--- src/rtl/fifo_wr_arbiter.sv ---
// Round-robin write-port arbiter for a sync FIFO. It tracks occupancy from its own writes and the consumer's
// read_n strobe, and grants bounded bursts so that a write never overflows the FIFO.
module fifo_wr_arbiter #(
  parameter int NUM_REQ    = 4,
  parameter int DATA_WIDTH = 8,
  parameter int FIFO_DEPTH = 16,
  parameter int MAX_BURST  = 4,
  localparam int CNT_W     = $clog2(FIFO_DEPTH) + 1,
  localparam int IDX_W     = (NUM_REQ > 1) ? $clog2(NUM_REQ) : 1,
  localparam int BURST_W   = $clog2(MAX_BURST + 1)
) (
  input  logic                          clock,
  input  logic                          reset_n,
  input  logic [NUM_REQ-1:0]            req,
  input  logic [NUM_REQ*DATA_WIDTH-1:0] req_data,
  input  logic                          read_n,
  output logic [NUM_REQ-1:0]            grant,
  output logic                          write_n,
  output logic [DATA_WIDTH-1:0]         wr_data,
  output logic [CNT_W-1:0]              count,
  output logic                          full,
  output logic                          empty,
  output logic                          rd_err
);

  typedef enum logic [0:0] {IDLE, BURST} state_t;

  state_t                  state_q, state_d;
  logic [IDX_W-1:0]        owner_q, owner_d;
  logic [IDX_W-1:0]        rr_ptr_q, rr_ptr_d;
  logic [BURST_W-1:0]      burst_cnt_q, burst_cnt_d;
  logic [NUM_REQ-1:0]      grant_q, grant_d;
  logic                    write_n_q, write_n_d;
  logic [DATA_WIDTH-1:0]   wr_data_q, wr_data_d;
  logic [CNT_W-1:0]        count_q, count_d;
  logic                    rd_err_q, rd_err_d;

  logic [DATA_WIDTH-1:0]   req_word [NUM_REQ];
  logic                    wr, rd, space;
  logic [NUM_REQ-1:0]      owner_oh, others;
  logic [IDX_W-1:0]        ptr_after_owner;
  logic [IDX_W-1:0]        pick_idx;

  genvar gi;
  generate
    for (gi = 0; gi < NUM_REQ; gi++) begin : g_word
      assign req_word[gi] = req_data[gi*DATA_WIDTH +: DATA_WIDTH];
    end
  endgenerate

  // First set bit of mask at or after start, wrapping around.
  function automatic logic [IDX_W-1:0] rr_pick(input logic [NUM_REQ-1:0] mask,
                                               input logic [IDX_W-1:0]   start);
    logic [IDX_W-1:0] sel;
    logic             found;
    sel   = start;
    found = 1'b0;
    for (int k = 0; k < NUM_REQ; k++) begin
      logic [IDX_W-1:0] cand;
      cand = IDX_W'((int'(start) + k) % NUM_REQ);
      if (!found && mask[cand]) begin
        sel   = cand;
        found = 1'b1;
      end
    end
    return sel;
  endfunction

  // Occupancy tracking; space looks at the count the FIFO will hold next cycle.
  always_comb begin
    wr       = ~write_n_q;
    rd       = ~read_n & ((count_q != '0) | wr);
    count_d  = count_q + {{(CNT_W-1){1'b0}}, wr} - {{(CNT_W-1){1'b0}}, rd};
    space    = (count_d < CNT_W'(FIFO_DEPTH));
    rd_err_d = rd_err_q | (~read_n & (count_q == '0) & ~wr);
  end

  always_comb begin
    owner_oh        = NUM_REQ'(1) << owner_q;
    others          = req & ~owner_oh;
    ptr_after_owner = (owner_q == IDX_W'(NUM_REQ - 1)) ? '0 : owner_q + 1'b1;
  end

  always_comb begin
    state_d     = state_q;
    owner_d     = owner_q;
    rr_ptr_d    = rr_ptr_q;
    burst_cnt_d = burst_cnt_q;
    grant_d     = '0;
    write_n_d   = 1'b1;
    wr_data_d   = wr_data_q;
    pick_idx    = '0;
    case (state_q)
      IDLE: begin
        if ((|req) && space) begin
          pick_idx    = rr_pick(req, rr_ptr_q);
          owner_d     = pick_idx;
          grant_d     = NUM_REQ'(1) << pick_idx;
          write_n_d   = 1'b0;
          wr_data_d   = req_word[pick_idx];
          burst_cnt_d = BURST_W'(1);
          state_d     = BURST;
        end
      end
      BURST: begin
        if (!space) begin
          // Full stall: keep owner and burst count, issue nothing.
          state_d = BURST;
        end else if (req[owner_q] && (burst_cnt_q < BURST_W'(MAX_BURST))) begin
          grant_d     = owner_oh;
          write_n_d   = 1'b0;
          wr_data_d   = req_word[owner_q];
          burst_cnt_d = burst_cnt_q + 1'b1;
        end else begin
          rr_ptr_d = ptr_after_owner;
          if (|others) begin
            // Hand over without an idle cycle; the releasing owner is excluded.
            pick_idx    = rr_pick(others, ptr_after_owner);
            owner_d     = pick_idx;
            grant_d     = NUM_REQ'(1) << pick_idx;
            write_n_d   = 1'b0;
            wr_data_d   = req_word[pick_idx];
            burst_cnt_d = BURST_W'(1);
          end else begin
            state_d = IDLE;
          end
        end
      end
      default: state_d = IDLE;
    endcase
  end

  always_ff @(posedge clock or negedge reset_n) begin
    if (!reset_n) begin
      state_q     <= IDLE;
      owner_q     <= '0;
      rr_ptr_q    <= '0;
      burst_cnt_q <= '0;
      grant_q     <= '0;
      write_n_q   <= 1'b1;
      wr_data_q   <= '0;
      count_q     <= '0;
      rd_err_q    <= 1'b0;
    end else begin
      state_q     <= state_d;
      owner_q     <= owner_d;
      rr_ptr_q    <= rr_ptr_d;
      burst_cnt_q <= burst_cnt_d;
      grant_q     <= grant_d;
      write_n_q   <= write_n_d;
      wr_data_q   <= wr_data_d;
      count_q     <= count_d;
      rd_err_q    <= rd_err_d;
    end
  end

  assign grant   = grant_q;
  assign write_n = write_n_q;
  assign wr_data = wr_data_q;
  assign count   = count_q;
  assign full    = (count_q == CNT_W'(FIFO_DEPTH));
  assign empty   = (count_q == '0);
  assign rd_err  = rd_err_q;

endmodule

--- config.mk ---
export PLATFORM = sky130hd
export DESIGN_NAME = fifo_wr_arbiter
export DESIGN_NICKNAME = d
export VERILOG_FILES = /design/src/rtl/fifo_wr_arbiter.sv
export SDC_FILE = /design/constraint.sdc
export NUM_CORES = 1
export LEC_CHECK = 0
export ABC_AREA = 1
export CAP_MARGIN = 40
export CELL_PAD_IN_SITES_DETAIL_PLACEMENT = 1
export CELL_PAD_IN_SITES_GLOBAL_PLACEMENT = 2
export CORE_ASPECT_RATIO = 1.75
export CORE_MARGIN = 2
export CORE_UTILIZATION = 34
export CTS_BUF_LIST = sky130_fd_sc_hd__clkbuf_4
export DETAILED_ROUTE_END_ITERATION = 6
export DONT_BUFFER_PORTS = 1
export PLACE_DENSITY = 0.89
export SLEW_MARGIN = 10
export SYNTH_ARGS = -nofsm -noshare
export SYNTH_HDL_FRONTEND = slang
export SYNTH_SLANG_ARGS = --single-unit
--- constraint.sdc ---
create_clock -name clock -period 4.12 [get_ports clock]
set_input_delay 0.824 -clock clock [delete_from_list [all_inputs] [get_ports clock]]
set_output_delay 0.824 -clock clock [all_outputs]
set_load 0.01 [all_outputs]
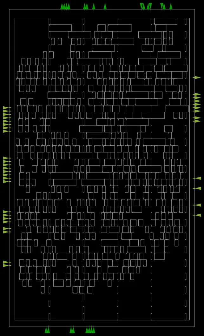
placed.png
floorplan row count: 45
core box area: 8670 µm²
final core area utilization: 35.9%

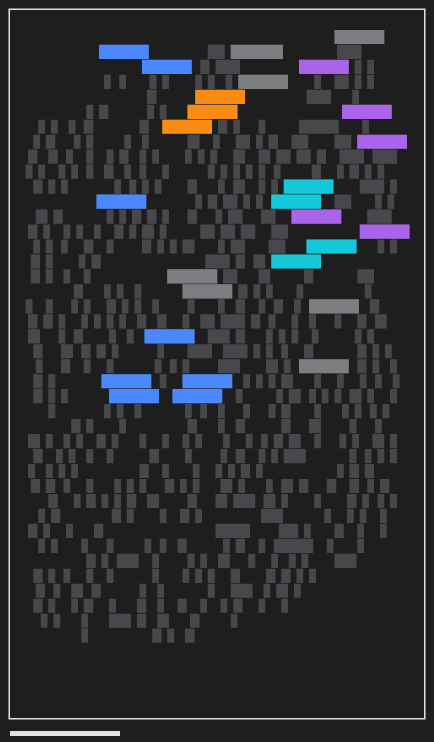
ff_map.png
Bar = 20 µm. Other sequential cells in the stronger grey, the rest of the logic in the fainter grey.
| colour | signal | sequential cells |
|---|---|---|
| cyan | `grant` | 4 |
| purple | `count` | 5 |
| orange | `burst_cnt_q` | 3 |
| blue | `wr_data` | 8 |
not coloured: 7
sequential cell area: 677 µm²
fraction of standard cell area that is sequential: 21.7%

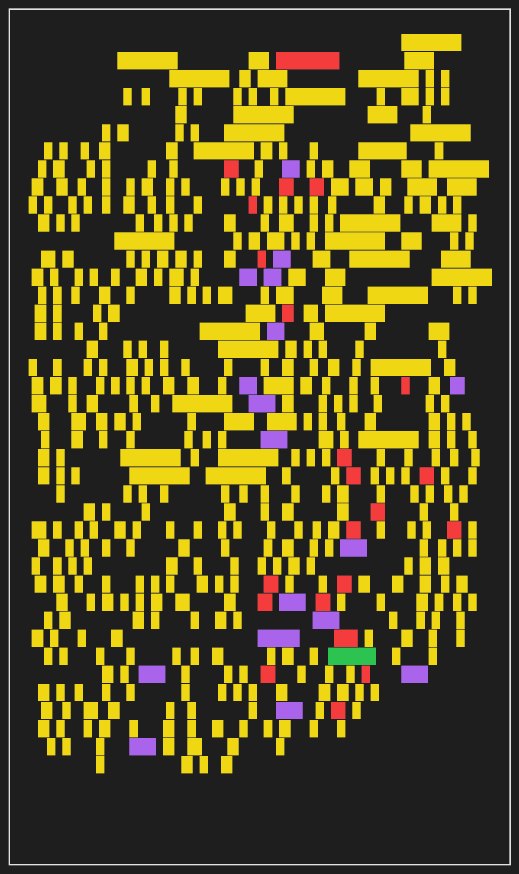
sizing.png
| colour | size | cells |
|---|---|---|
| red | x2 | 22 |
| purple | x3 and x4 | 17 |
| yellow | x1 and smaller | 464 |
| green | x6 and larger | 1 |
Syn-to-layout area delta: 3.23%
final standard cell area without fillers: 3120 µm²
total of plain and repair buffers excluding clock buffers: 3
post-layout worst setup margin: 385 ps

==> flow_summary_export.csv <==
group,metric,value,unit
detailed_routing,drt_first_pass_iters,5,
timing,totalNegativeSetupSlack,0,ps
detailed_routing,route.detailed.drc,0,
clock_network,cts_max_level,1,
place,buffer_ports.inserted,0,
clock_network,clk_transition_reported_paths,170,ps
floorplanning,chipWidth,75.2,µm
worst_setup_path,chain_of_cells_forming_the_critical_path,"inv_1 -> ha_1 -> nand2_1 -> nor2_1 -> nand2_1 -> nand2_1 -> inv_1 -> ha_1 -> inv_1 -> ha_1 -> fa_1 -> a21oi_1 -> o21bai_1 -> xor2_1 -> o21bai_1 -> nor2_1 -> inv_1 -> nand2_2 -> nand3_1 -> nor2_1 -> nor2_1",
worst_setup_path,critPathSlowestCell,"dfrtp_1",
timing,layout_worst_path_cycle_share,90.7,%
yosys,synth.yosys.num_cells,513,
timing,final.setup_skew,19.8,ps
worst_setup_path,timing.critical_path.from_type,"flip-flop",
finish,layout_top_cells,"210 x nand2_1, 64 x nand3_1, 55 x nor2_1",
yosys,synth_top_area_share,26.1,%
global_route,groute.usage.overall,23.6,%
yosys,floorplan.nets,564,
timing,timing.final.setup_violations,0,
finish,final_instance_count_without_filler_cells,621,
worst_setup_path,slowest_delay,460,ps
worst_setup_path,worstPathArrival,4010,ps
run_status,run_status,"finished clean",
place,globalplace.congestion,0.857,
timing,maxClockFrequency,0.268,GHz
global_route,grt_pass1_vias,3732,
yosys,ff_type,"dfrtp_1",
detailed_routing,routed_via_density,5.49,
yosys,syn_area,3020,µm²
clock_network,clock_buffers_created_by_tritoncts,3,
clock_network,cts.sink_count,27,
floorplanning,chip_area,9680,µm²
detailed_routing,mean_routed_wirelength_per_cell,17.6,µm
run,openroad.warnings,30,
place,hpwlAfterDp,8.31,mm
floorplanning,pin_count,60,
global_route,globalRoute.totalOverflow,0,
detailed_routing,detailedRoute.firstIterationViolations,174,
yosys,yosys-top-cells-area,"nand2_1 26%, dfrtp_1 22%, nand3_1 11%, nor2_1 6.8%, ha_1 4.6%",
clock_network,cts_tree,"built",
clock_network,insertion_delay,350,ps
timing,timing_worst_slew_pin_value,694,ps
worst_setup_path,required,4400,ps
timing,layout_min_cycle_time,3740,ps
clock_network,cts_buffer_depth,2,
place,place_inst,617,
floorplanning,core_util_floorplan,34.8,%
global_route,antenna_found_initial,0,
global_route,grt_max_degree,28,
worst_setup_path,cp_max_fo,19,
clock_network,post_cts_setup_bufs,0,
clock_network,ctsResizeCount,0,
worst_setup_path,critical_path.endpoint_type,"flip-flop",
detailed_routing,final_antenna_net_count,0,
yosys,ys_types,35,
worst_setup_path,path_class,"reg -> reg",
-- routing by layer --
layer	wire, µm	vias up	global-route usage [%]
met3	621	26	3.37
met4	386	0	8.67
met2	5800	100	45.1
li1	-	1633	-
met5	0	-	0
met1	4130	1653	25.0
-- worst max-delay path, delay by kind of cell (launching register included) --
family          cells  cell delay [ps]
xor+xnor            1              300
fa+ha+maj           4             1010
compound gates      3              410
buf+inv             4              310
simple gates        9             1150
flops               1              460
-- sequential cells by signal, summed over array words and instances, names as in the netlist --
name,count
burst_cnt_q,3
count,5
grant,4
owner_q,2
rd_err,1
rr_ptr_q,2
state_q,1
wr_data,8
write_n,1
-- worst max-delay path by stage --
| stage | start | endpoint | slack [ps] | cells after the start |
|---|---|---|---|---|
| global route | count[2] | wr_data[2] | 1 | 21 |
| floorplan | count[3] | burst_cnt_q[0] | 900 | 21 |
| global placement | count[3] | burst_cnt_q[1] | 590 | 20 |
| detailed placement | count[3] | wr_data[7] | 400 | 21 |
| CTS | count[2] | wr_data[7] | 340 | 21 |
| finish | count[2] | wr_data[7] | 380 | 21 |
-- cell families after synthesis --
logic type,count (synthesis),share of synthesized area [%]
AOI/OAI and AO/OA,58,10.9
adders and majority gates,12,5.22
DFF,27,22.4
and+or+nand+nor,360,52.4
buffers and inverters,52,7.83
xor gates and xnor gates,4,1.16
-- area by class of cell --
class / instances / area [µm²]
Fill cell: 1233 / 5550
Clock buffer: 3 / 22.5
Tap cell: 117 / 146
Sequential cell: 27 / 677
Inverter: 36 / 138
Clock inverter: 1 / 5.00
Timing Repair Buffer: 3 / 22.5
Multi-Input combinational cell: 434 / 2110
-- cells in the mapped netlist (2+ instances only) --
cell type / instances
o221ai_1: 2
buf_6: 3
buf_2: 4
o22ai_1: 9
buf_4: 3
nand2_4: 7
o31ai_1: 2
a21oi_1: 13
o21ai_0: 25
nand2_2: 14
clkbuf_1: 4
dfrtp_1: 26
buf_1: 2
nor2_4: 2
nand3_1: 64
xor2_1: 2
o21bai_1: 3
a22oi_1: 2
nand2_1: 210
nor2_1: 55
inv_1: 31
xnor2_1: 2
ha_1: 11
nand4_1: 3
inv_2: 4
-- stage by stage --
stage / utilization [%] / hold slack [ps]
floorplan: - / 446
global placement: 35.6 / 461
detailed placement: 35.6 / 483
CTS: 35.9 / 137
global route: 35.9 / 115
finish: 35.9 / 135
